===== src/rtl/keypad_scanner.sv =====
// 4x4 matrix keypad scanner: row scan, 2-flop column sync, press/release debounce, one pulse per digit.
// Optional '*' clear pulse on key_clear when KEYPAD_CLEAR_EN is defined (default: key_clear tied low).
module keypad_scanner #(
  parameter int SCAN_DIV        = 50000,
  parameter int DEBOUNCE_CYCLES = 1000000
) (
  input  logic       clk,
  input  logic       reset,
  output logic [3:0] row_n,
  input  logic [3:0] col_n,
  output logic [3:0] user_digit,
  output logic       user_latch,
  output logic       key_clear,
  output logic       key_busy
);

  localparam int DIV_W = $clog2(SCAN_DIV);
  localparam int DEB_W = $clog2(DEBOUNCE_CYCLES);
  localparam logic [DIV_W-1:0] DIV_LAST = DIV_W'(SCAN_DIV - 1);
  localparam logic [DEB_W-1:0] DEB_LAST = DEB_W'(DEBOUNCE_CYCLES - 1);

  typedef enum logic [1:0] {
    SCAN     = 2'd0,
    DEBOUNCE = 2'd1,
    PRESSED  = 2'd2,
    RELEASE  = 2'd3
  } state_t;

  state_t           state_reg;
  logic [3:0]       col_meta_reg;
  logic [3:0]       col_s_reg;
  logic [1:0]       row_idx_reg;
  logic [DIV_W-1:0] div_reg;
  logic [DEB_W-1:0] deb_reg;
  logic [3:0]       col_code_reg;
  logic [3:0]       digit_reg;
  logic             latch_reg;
  logic             busy_reg;

  logic [3:0] col_zero;
  logic       single_zero;
  logic [1:0] col_idx;
  logic       key_is_digit;
  logic [3:0] key_digit;

  // Row drive and active-low column sense are both decoded bit-per-bit.
  genvar gi;
  generate
    for (gi = 0; gi < 4; gi++) begin : g_bits
      assign row_n[gi]    = (row_idx_reg != 2'(gi));
      assign col_zero[gi] = ~col_s_reg[gi];
    end
  endgenerate

  // Anything other than exactly one low column is ghosting or idle.
  assign single_zero = $onehot(col_zero);

  always_comb begin
    col_idx = 2'd0;
    case (col_code_reg)
      4'b1101: col_idx = 2'd1;
      4'b1011: col_idx = 2'd2;
      4'b0111: col_idx = 2'd3;
      default: col_idx = 2'd0;
    endcase
  end

  always_comb begin
    key_is_digit = 1'b1;
    key_digit    = 4'd0;
    case ({row_idx_reg, col_idx})
      4'h0:    key_digit = 4'd1;
      4'h1:    key_digit = 4'd2;
      4'h2:    key_digit = 4'd3;
      4'h4:    key_digit = 4'd4;
      4'h5:    key_digit = 4'd5;
      4'h6:    key_digit = 4'd6;
      4'h8:    key_digit = 4'd7;
      4'h9:    key_digit = 4'd8;
      4'hA:    key_digit = 4'd9;
      4'hD:    key_digit = 4'd0;
      default: key_is_digit = 1'b0;
    endcase
  end

`ifdef KEYPAD_CLEAR_EN
  logic clear_reg;
  logic key_is_star;
  assign key_is_star = ({row_idx_reg, col_idx} == 4'hC);
  assign key_clear   = clear_reg;

  always_ff @(posedge clk or negedge reset) begin
    if (!reset) begin
      clear_reg <= 1'b0;
    end else begin
      clear_reg <= (state_reg == DEBOUNCE) && (col_s_reg == col_code_reg) &&
                   (deb_reg == DEB_LAST) && key_is_star;
    end
  end
`else
  assign key_clear = 1'b0;
`endif

  always_ff @(posedge clk or negedge reset) begin
    if (!reset) begin
      state_reg    <= SCAN;
      col_meta_reg <= 4'b1111;
      col_s_reg    <= 4'b1111;
      row_idx_reg  <= 2'd0;
      div_reg      <= '0;
      deb_reg      <= '0;
      col_code_reg <= 4'b1111;
      digit_reg    <= 4'd0;
      latch_reg    <= 1'b0;
      busy_reg     <= 1'b0;
    end else begin
      col_meta_reg <= col_n;
      col_s_reg    <= col_meta_reg;
      latch_reg    <= 1'b0;
      case (state_reg)
        SCAN: begin
          if (single_zero) begin
            col_code_reg <= col_s_reg;
            deb_reg      <= '0;
            busy_reg     <= 1'b1;
            state_reg    <= DEBOUNCE;
          end else if (div_reg == DIV_LAST) begin
            div_reg     <= '0;
            row_idx_reg <= row_idx_reg + 2'd1;
          end else begin
            div_reg <= div_reg + 1'b1;
          end
        end
        DEBOUNCE: begin
          if (col_s_reg != col_code_reg) begin
            // Bounce or second key: resume scanning the same row from a fresh divider.
            div_reg   <= '0;
            busy_reg  <= 1'b0;
            state_reg <= SCAN;
          end else if (deb_reg == DEB_LAST) begin
            state_reg <= PRESSED;
            if (key_is_digit) begin
              digit_reg <= key_digit;
              latch_reg <= 1'b1;
            end
          end else begin
            deb_reg <= deb_reg + 1'b1;
          end
        end
        PRESSED: begin
          deb_reg   <= '0;
          state_reg <= RELEASE;
        end
        RELEASE: begin
          if (col_s_reg == 4'b1111) begin
            if (deb_reg == DEB_LAST) begin
              // Move past the released row so one key cannot starve the others.
              row_idx_reg <= row_idx_reg + 2'd1;
              div_reg     <= '0;
              busy_reg    <= 1'b0;
              state_reg   <= SCAN;
            end else begin
              deb_reg <= deb_reg + 1'b1;
            end
          end else begin
            deb_reg <= '0;
          end
        end
        default: state_reg <= SCAN;
      endcase
    end
  end

  assign user_digit = digit_reg;
  assign user_latch = latch_reg;
  assign key_busy   = busy_reg;

endmodule


===== config.mk =====
export PLATFORM = sky130hd
export DESIGN_NAME = keypad_scanner
export DESIGN_NICKNAME = d
export VERILOG_FILES = /design/src/rtl/keypad_scanner.sv
export SDC_FILE = /design/constraint.sdc
export NUM_CORES = 1
export LEC_CHECK = 0
export ABC_AREA = 1
export CAP_MARGIN = 25
export CORE_ASPECT_RATIO = 0.75
export CORE_MARGIN = 10
export CORE_UTILIZATION = 25
export DETAILED_ROUTE_END_ITERATION = 12
export DONT_BUFFER_PORTS = 1
export MAX_ROUTING_LAYER = met4
export PLACE_DENSITY = 0.38
export SYNTH_ARGS = -nofsm -noshare
export SYNTH_HDL_FRONTEND = slang
export SYNTH_SLANG_ARGS = --single-unit

===== constraint.sdc =====
create_clock -name clk -period 4.3 [get_ports clk]
set_clock_uncertainty 0.05 [all_clocks]
set_input_delay 0.86 -clock clk [delete_from_list [all_inputs] [get_ports clk]]
set_output_delay 0.86 -clock clk [all_outputs]
set_load 0.005 [all_outputs]

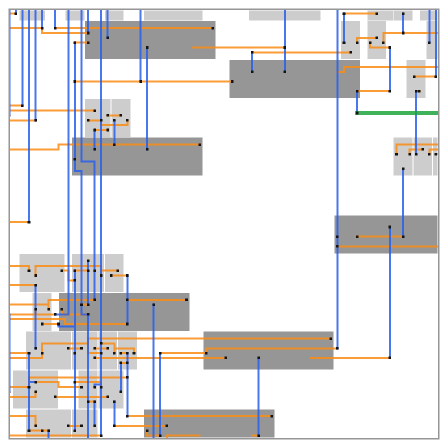
Figure 1: run 1, zoomed window.
Window x 107 to 137, y 17 to 47 um. Cells in grey, sequential cells in the stronger grey; small squares are vias.
legend:
  metal 1:
    colour: orange
  metal 2:
    colour: blue
  metal 3:
    colour: green
sequential cells in the window: 7
most frequent: nand2_1 (10), dfrtp_1 (7)
netlist names of flops here include: `deb_reg` (5), `user_digit` (2)
cells with their middle in the window: 28

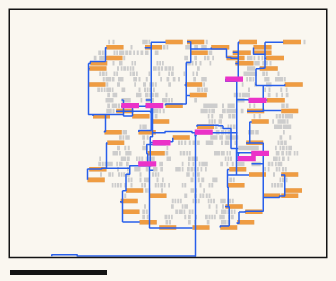
Figure 2: run 1, clock network drawn from the DEF.
The bar under the picture is 50 um long.
legend:
  clock wires:
    colour: blue
    length: 1,060 um
  flip-flops:
    colour: orange
    count: 58
  clock drivers:
    colour: magenta
    count: 9
routed clock nets: 10
worst-skew pair later-pin latency: 0.32 ns
clock network power share: 37.7%

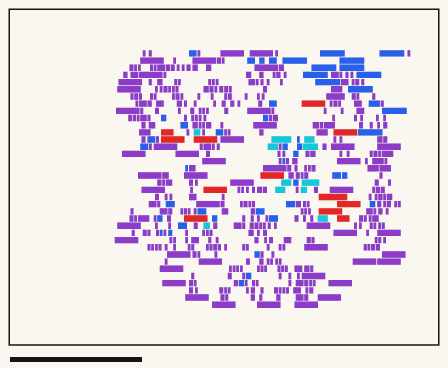
Figure 3: run 1, drive-strength map.
The bar under the picture is 50 um long.
legend:
  _6 and larger:
    colour: red
    cells: 12
  _0 and _1 cells:
    colour: purple
    cells: 448
  _2 cells:
    colour: blue
    cells: 47
  _3 and _4 cells:
    colour: cyan
    cells: 11
Plain + repair buffers: 1
Syn-to-layout area delta: 13.28%
slack of the critical path: 1.602 ns
Finished Cell Area: 4290 um^2

==> run 1: report_power, final <==
part	internal (uW)	leakage, uW	switching, uW	total (uW)
logic	156	0.000971	343	499
registers	623	0.000760	96.1	719
clock network	479	0.000145	257	736
==> run 1: cell type report <==
class / count / share of cell area, %
flip-flops and latches: 58 / 34.18
multi-input cells: 377 / 46.89
clock inverters: 4 / 1.167
well taps: 200 / 5.833
inverters: 66 / 5.774
repair buffers: 1 / 0.1750
clock buffers: 12 / 5.978
==> run 1: worst max-delay path, stage by stage, from the launching register on <==
cell and delay [ns]:
dfstp_2 0.57, fa_1 0.42, inv_1 0.07, ha_1 0.14
ha_1 0.21, nand3b_1 0.23, nand2_2 0.16, nand2_1 0.07
buf_4 0.21, nor2_1 0.28, inv_1 0.07, nand2_1 0.07
nor2_1 0.04
==> impl_metrics.toml, run 1 <==
# generated from flow reports
[run_status]
status = "finished, final reports clean"

[sta]
tightest_slew_ns = 0.6558
min_period_ns = 2.698
fin_setup_tns_ns = 0
fin_crit_sh_pct = 62.74
setup_viol = 0
rsz0062_at_grt = "no"
final-max-slew-violation-count = 0
hold_ws_ns = 0.1823
slew_headroom_pct = 56.28
max_freq_mhz = 370.7
hold_viol = 0

[critical_path]
reg2reg_from = "col_s_reg[1]$_DFF_PN1_"
critPathLaunchType = "flop"
arrival_ns = 2.86
rr_endpoint = "deb_reg[5]$_DFFE_PN0P_"
required_ns = 4.46
rrSetupSlack_ns = 1.60
critPathKind = "reg2reg"
cp-startpoint = "col_s_reg[1]$_DFF_PN1_"
r2r_cells = 12
critPathMaxFanout = 20
endpoint_kind = "flop"
worstSetupEndpoint = "deb_reg[5]$_DFFE_PN0P_"

[floorplanning]
initial_utilization_pct = 25.86
coreArea_um2 = 14640
num_io_pins = 17
rows = 38
fp.dieW_um = 162.1
die_h_um = 126.6

[logic_synthesis]
postSynthSeqShare_pct = 38.72
yosysUniqueCellTypes = 41
topCellsByArea = "dfrtp_1 (30%), nand2_1 (15%), dfstp_2 (8.3%), inv_1 (6.1%), nand3_1 (5.0%)"
yosys_warnings = 0
synth_nets = 525
simple_gate_area_share_pct = 36.31
synth_flops = 58
top_cell_area_share_pct = 30.39
synthAoiAreaFrac_pct = 9.283
top_cell = "nand2_1"
syn_area_um2 = 3787
syn_avg_cell_area_um2 = 7.441
flop_cell = "dfrtp_1"
synth_cells = 509
synth-edff-count = 0
ys_cells = 509
fa_ha_area_share_pct = 3.502
ys_chip_area_um2 = 3787
ys_sh_mux_pct = 0
async_flop_share_pct = 100.0
xor_share_pct = 3.931
netlist_top_cells_count = "nand2_1 (148), inv_1 (62), dfrtp_1 (46), nor2_1 (43), nand3_1 (38)"
yosys.area.top_type = "dfrtp_1"
logic_family = "simple AND/OR/NAND/NOR gates"

[worst_hold_path]
hold_class = "in2async"

[route]
postRouteAntennaNets = 0
dr.pass1.iters = 5
drt_iter0_markers = 188
drc_errors = 0
wire_per_inst_um = 13.37
top_layer_used = "met4"
dr_wl_met3_um = 476
wl_met2_mm = 3.970
via_per_inst = 4.435
wl_mm = 9.601
vias = 3184

[layout]
layout.nets = 529
drive_gt1_share_pct = 13.51
antenna_cells = 0
final_util_pct = 29.30
final_cell_count_no_fill = 718
largest_reg_flops = 20
regArea_um2 = 1466
comb_area_um2 = 2012
layout_top_cell = "nand2_1"
most-common-layout-cells = "nand2_1 (148), inv_1 (62), dfrtp_1 (46)"
n_fill_cell = 1646

[global_route]
grt_pass1_wl_mm = 15.99
grt_pass1_vias = 3025
use_met2_pct = 13.56
gr-max-usage-layer = "met1"
grt_usage_pct = 9.888
use_met3_pct = 2.456
grt_antenna_before_repair = 0
gr-usage-met1_pct = 13.81
grt.overflow.total = 0
grt_start_max_net_pins = 59

[cts]
cts-root-buf = "clkbuf_16"
cts_max_level = 3
clkSinkCount = 58
clockBufferDepth = 2
numCtsBuffers = 9
cts_hold_buf = 0
cts_resized = 0
cts_tree = "done"

[placement]
post-place-ws_ns = 1.594
post_dp_cell_area_um2 = 3984
hpwl_mm = 7.099
gp_congestion = 0.8351
io_buffers = 0
placedCellCount = 702

[power]
vdd_drop_max_mv = 0.1788
p_leak_uw = 0.001876
power_density_nw_per_um2 = 455.5
finalPower_uw = 1954

[job]
maxCapViolCount = 0
==> run 1 -> run 2 <==
--- a/config.mk
+++ b/config.mk
@@ -13,7 +13,7 @@
 export DETAILED_ROUTE_END_ITERATION = 12
 export DONT_BUFFER_PORTS = 1
 export MAX_ROUTING_LAYER = met4
-export PLACE_DENSITY = 0.38
+export PLACE_DENSITY = 0.4
 export SYNTH_ARGS = -nofsm -noshare
 export SYNTH_HDL_FRONTEND = slang
 export SYNTH_SLANG_ARGS = --single-unit
==> constraint.sdc (replaced) <==
create_clock -name clk -period 2.2 [get_ports clk]
set_clock_uncertainty 0.05 [all_clocks]
set_input_delay 0.44 -clock clk [delete_from_list [all_inputs] [get_ports clk]]
set_output_delay 0.44 -clock clk [all_outputs]
set_load 0.005 [all_outputs]
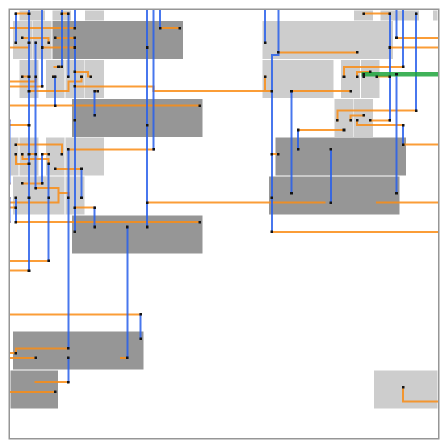
Figure 4: run 2, zoomed window.
Window x 107 to 137, y 17 to 47 um. Cells in grey, sequential cells in the stronger grey; small squares are vias.
legend:
  metal 2:
    colour: blue
  metal 3:
    colour: green
  metal 1:
    colour: orange
sequential cells in the window: 6
netlist names of flops here include: `deb_reg` (4), `user_digit` (2)
most frequent: nand2_1 (9), dfrtp_1 (6)
cells with their middle in the window: 23

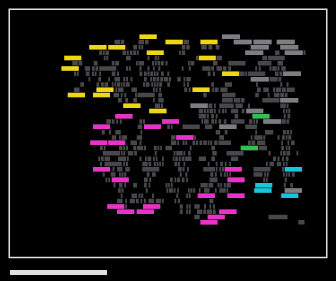
Figure 5: run 2, register map, names as in the netlist.
The bar under the picture is 50 um long. Other sequential cells in the stronger grey, the rest of the logic in the fainter grey.
legend:
  `row_idx_reg`:
    colour: green
    sequential_cells: 2
  `div_reg`:
    colour: yellow
    sequential_cells: 16
  `deb_reg`:
    colour: magenta
    sequential_cells: 20
  `user_digit`:
    colour: cyan
    sequential_cells: 4
    where: bottom right
not coloured: 16
Flop area: 1466 um^2
Layout Utilization: 31.69%
P_seq: 1350 uW
Seq area share: 31.60%

==> impl_metrics.toml, run 2 <==
# generated from flow reports
[critical_path]
cpLargestDelayFamily = "adder cells"
critPathLaunchType = "flop"
critPathMaxFanout = 8
reg2reg_from = "col_s_reg[3]$_DFF_PN1_"
critPathKind = "reg2reg"
cp_cell_sequence = "fa_1, inv_2, ha_4, ha_4, nand3b_1, nand2_2, a21boi_4, nand2_1, nand2_1, nand2_1, nor2_1"
cp_num_buf_inv = 1
cp-startpoint = "col_s_reg[3]$_DFF_PN1_"
required_ns = 2.42
cp.depth = 11
crit_path_max_incr_delay_ns = 0.54
arrival_ns = 2.71
rr_endpoint = "deb_reg[15]$_DFFE_PN0P_"
r2r_cells = 11

[layout]
comb_area_um2 = 2163
most-common-layout-cells = "nand2_1 (128), inv_1 (60), dfrtp_1 (46)"
antenna_cells = 0
n_fill_cell = 1570
largest_reg_flops = 20
final_cell_count_no_fill = 737
layout_top_cell = "nand2_1"
design_area_um2 = 4641
drive_gt1_share_pct = 23.65

[global_route]
grt_start_max_net_pins = 59
grt.overflow.total = 0
gr-max-usage-layer = "met1"
grt_antenna_before_repair = 0
grt_pass1_vias = 3259
grt_usage_pct = 10.33
gr-usage-met1_pct = 14.17
use_met3_pct = 2.844

[route]
drc_errors = 0
wire_per_inst_um = 13.51
wl_mm = 9.956
top_layer_used = "met4"
vias = 3364
wl_met2_mm = 4.048
drt_iter0_markers = 175
via_per_inst = 4.564
dr_wl_met3_um = 489

[cts]
numCtsBuffers = 9
clkLatencyLatePin_ns = 0.34
cts_tree = "done"
clockBufferDepth = 2
clkSinkCount = 58
cts-root-buf = "clkbuf_16"

[floorplanning]
rows = 38
num_io_pins = 17
coreArea_um2 = 14640
initial_utilization_pct = 25.86

[power]
p_seq_share_pct = 32.6
p_clk_uw = 1410
p_comb_uw = 1390
top_power_group = "clock"
finalPower_uw = 4152
combPwrFrac_pct = 33.4
power_density_nw_per_um2 = 894.6
power.switching_uw = 1561
p_sw_share_pct = 37.60
clkPwrFrac_pct = 33.9

[logic_synthesis]
synth_cells = 509
top_cell_area_share_pct = 30.39
topCellsByArea = "dfrtp_1 (30%), nand2_1 (15%), dfstp_2 (8.3%), inv_1 (6.1%), nand3_1 (5.0%)"
logic_family = "simple AND/OR/NAND/NOR gates"
flop_cell = "dfrtp_1"
ys_chip_area_um2 = 3787
yosys_warnings = 0
fa_ha_area_share_pct = 3.502
ys_sh_mux_pct = 0
simple_gate_area_share_pct = 36.31
top_cell = "nand2_1"
synth-edff-count = 0
netlist_top_cells_count = "nand2_1 (148), inv_1 (62), dfrtp_1 (46), nor2_1 (43), nand3_1 (38)"
async_flop_share_pct = 100.0
synth_nets = 525
synthAoiAreaFrac_pct = 9.283
synth_flops = 58

[job]
maxCapViolCount = 0

[sta]
hold_viol = 0
final-max-slew-violation-count = 0
setup_slack_ns = -0.2914
fin_setup_tns_ns = -8.085
hold_ws_ns = 0.04216
setup_viol = 42
max_freq_mhz = 401.4
rsz0062_at_grt = "yes"

[placement]
gp_congestion = 0.8974
io_buffers = 0
post_dp_cell_area_um2 = 4153
placedCellCount = 718

[run_status]
status = "complete, but fails checks"
violations = "setup timing"

[worst_hold_path]
hold_class = "in2reg"
## run 2: cell counts after synthesis
No cell type changed its count.
## run 2: timing repair
| item | in CTS | in global routing |
|---|---|---|
| buffers inserted | 2 | 2 |
| gates resized | 18 | 31 |
| setup endpoints to repair | 43 | 45 |
| pin swaps | 3 | 16 |
| hold endpoints to repair | 58 | 0 |
| hold buffers | 2 | 0 |
## run 2: layout make-up
type,count,share of cell area (%)
clock inverters,5,0.7549
multi-input cells,377,46.62
repair buffers,20,4.503
well taps,200,5.392
flip-flops and latches,58,31.60
clock buffers,11,5.689
inverters,66,5.446
==> run 2 -> run 3 <==
--- a/config.mk
+++ b/config.mk
@@ -12,6 +12,7 @@
 export CORE_UTILIZATION = 25
 export DETAILED_ROUTE_END_ITERATION = 12
 export DONT_BUFFER_PORTS = 1
+export GPL_ROUTABILITY_DRIVEN = 0
 export MAX_ROUTING_LAYER = met4
 export PLACE_DENSITY = 0.4
 export SYNTH_ARGS = -nofsm -noshare
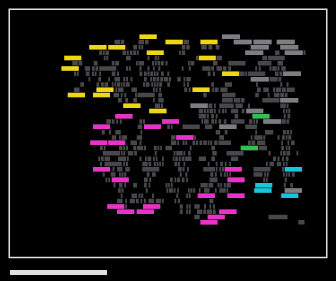
Figure 6: run 3, register map, names as in the netlist.
The bar under the picture is 50 um long. Other sequential cells in the stronger grey, the rest of the logic in the fainter grey.
legend:
  `deb_reg`:
    colour: magenta
    sequential_cells: 20
  `user_digit`:
    colour: cyan
    sequential_cells: 4
    where: bottom right
  `div_reg`:
    colour: yellow
    sequential_cells: 16
  `row_idx_reg`:
    colour: green
    sequential_cells: 2
not coloured: 16

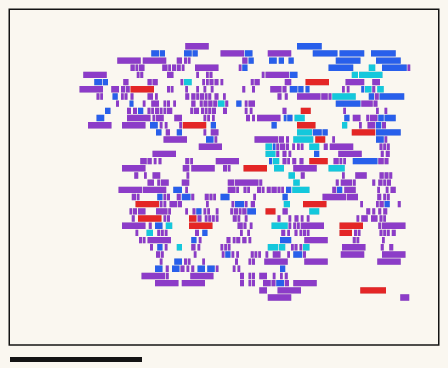
Figure 7: run 3, drive-strength map.
The bar under the picture is 50 um long.
legend:
  _3 and _4 cells:
    colour: cyan
    cells: 30
  _0 and _1 cells:
    colour: purple
    cells: 410
  _2 cells:
    colour: blue
    cells: 79
  _6 and larger:
    colour: red
    cells: 18
Syn-to-layout area delta: 22.53%
slack of the critical path: -0.2914 ns
Plain + repair buffers: 20
Finished Cell Area: 4641 um^2

==> impl_metrics.toml, run 3 <==
# generated from flow reports
[run_status]
status = "complete, but fails checks"
violations = "setup timing"

[logic_synthesis]
top_cell = "nand2_1"
logic_family = "simple AND/OR/NAND/NOR gates"
ys_chip_area_um2 = 3787
flop_cell = "dfrtp_1"
simple_gate_area_share_pct = 36.31
topCellsByArea = "dfrtp_1 (30%), nand2_1 (15%), dfstp_2 (8.3%), inv_1 (6.1%), nand3_1 (5.0%)"
yosys_warnings = 0
netlist_top_cells_count = "nand2_1 (148), inv_1 (62), dfrtp_1 (46), nor2_1 (43), nand3_1 (38)"
synth_nets = 525
yosys.area.top_type = "dfrtp_1"
yosysUniqueCellTypes = 41
top_cell_area_share_pct = 30.39
synth_cells = 509

[sta]
max_freq_mhz = 401.4
hold_ws_ns = 0.04216
hold_viol = 0
setup_slack_ns = -0.2914
setup_viol = 42
final-max-slew-violation-count = 0

[power]
p_comb_uw = 1390
finalPower_uw = 4152
top_power_group = "clock"
p_sw_share_pct = 37.60
p_clk_uw = 1410
intPower_uw = 2590
combPwrFrac_pct = 33.4
p_seq_share_pct = 32.6
p_leak_uw = 0.002013

[placement]
post-place-ws_ns = -0.2966
io_buffers = 0
hpwl_mm = 7.315
placedCellCount = 718

[layout]
final_util_pct = 31.69
regArea_um2 = 1466
final_cell_count_no_fill = 737
clkbuf_count = 11
comb_area_share_pct = 46.62
most-common-layout-cells = "nand2_1 (128), inv_1 (60), dfrtp_1 (46)"
nNonClkInverters = 66
largest_reg_flops = 20
layout_top_cell = "nand2_1"
antenna_cells = 0
comb.multi_input.count = 377
clk_share_pct = 6.444

[critical_path]
arrival_ns = 2.71
endpoint_kind = "flop"
rr_endpoint = "deb_reg[15]$_DFFE_PN0P_"
required_ns = 2.42
critPathKind = "reg2reg"
critPathMaxFanout = 8

[cts]
clkLatencyLatePin_ns = 0.34
clkSinkCount = 58
postCtsSetupBuffers = 2
numCtsBuffers = 9
cts-root-buf = "clkbuf_16"

[route]
vias = 3364
via_per_inst = 4.564

[floorplanning]
die_h_um = 126.6
nWellTaps = 200

[job]
maxCapViolCount = 0

[global_route]
gr-usage-met1_pct = 14.17
gr-max-usage-layer = "met1"
grt_pass1_vias = 3259
grt_pass1_wl_mm = 16.68
use_met3_pct = 2.844
run 3: cell counts after synthesis:
Identical to the previous run, type by type.
run 3: routing by layer:
| layer | up-vias | part of all wire (%) |
|---|---|---|
| li1 | 1688 | - |
| met1 | 1609 | 53 |
| met2 | 56 | 41 |
| met3 | 11 | 4.9 |
| met4 | 0 | 1.5 |
| met5 | - | 0 |
run 3: critical path, cell delays in order (launching register included):
cell	delay (ns)
dfstp_2	0.54
fa_1	0.43
inv_2	0.08
ha_4	0.14
ha_4	0.19
nand3b_1	0.23
nand2_2	0.17
a21boi_4	0.31
nand2_1	0.08
nand2_1	0.06
nand2_1	0.05
nor2_1	0.09
Power figures rest on the tool's default switching activity, not on a simulated workload.
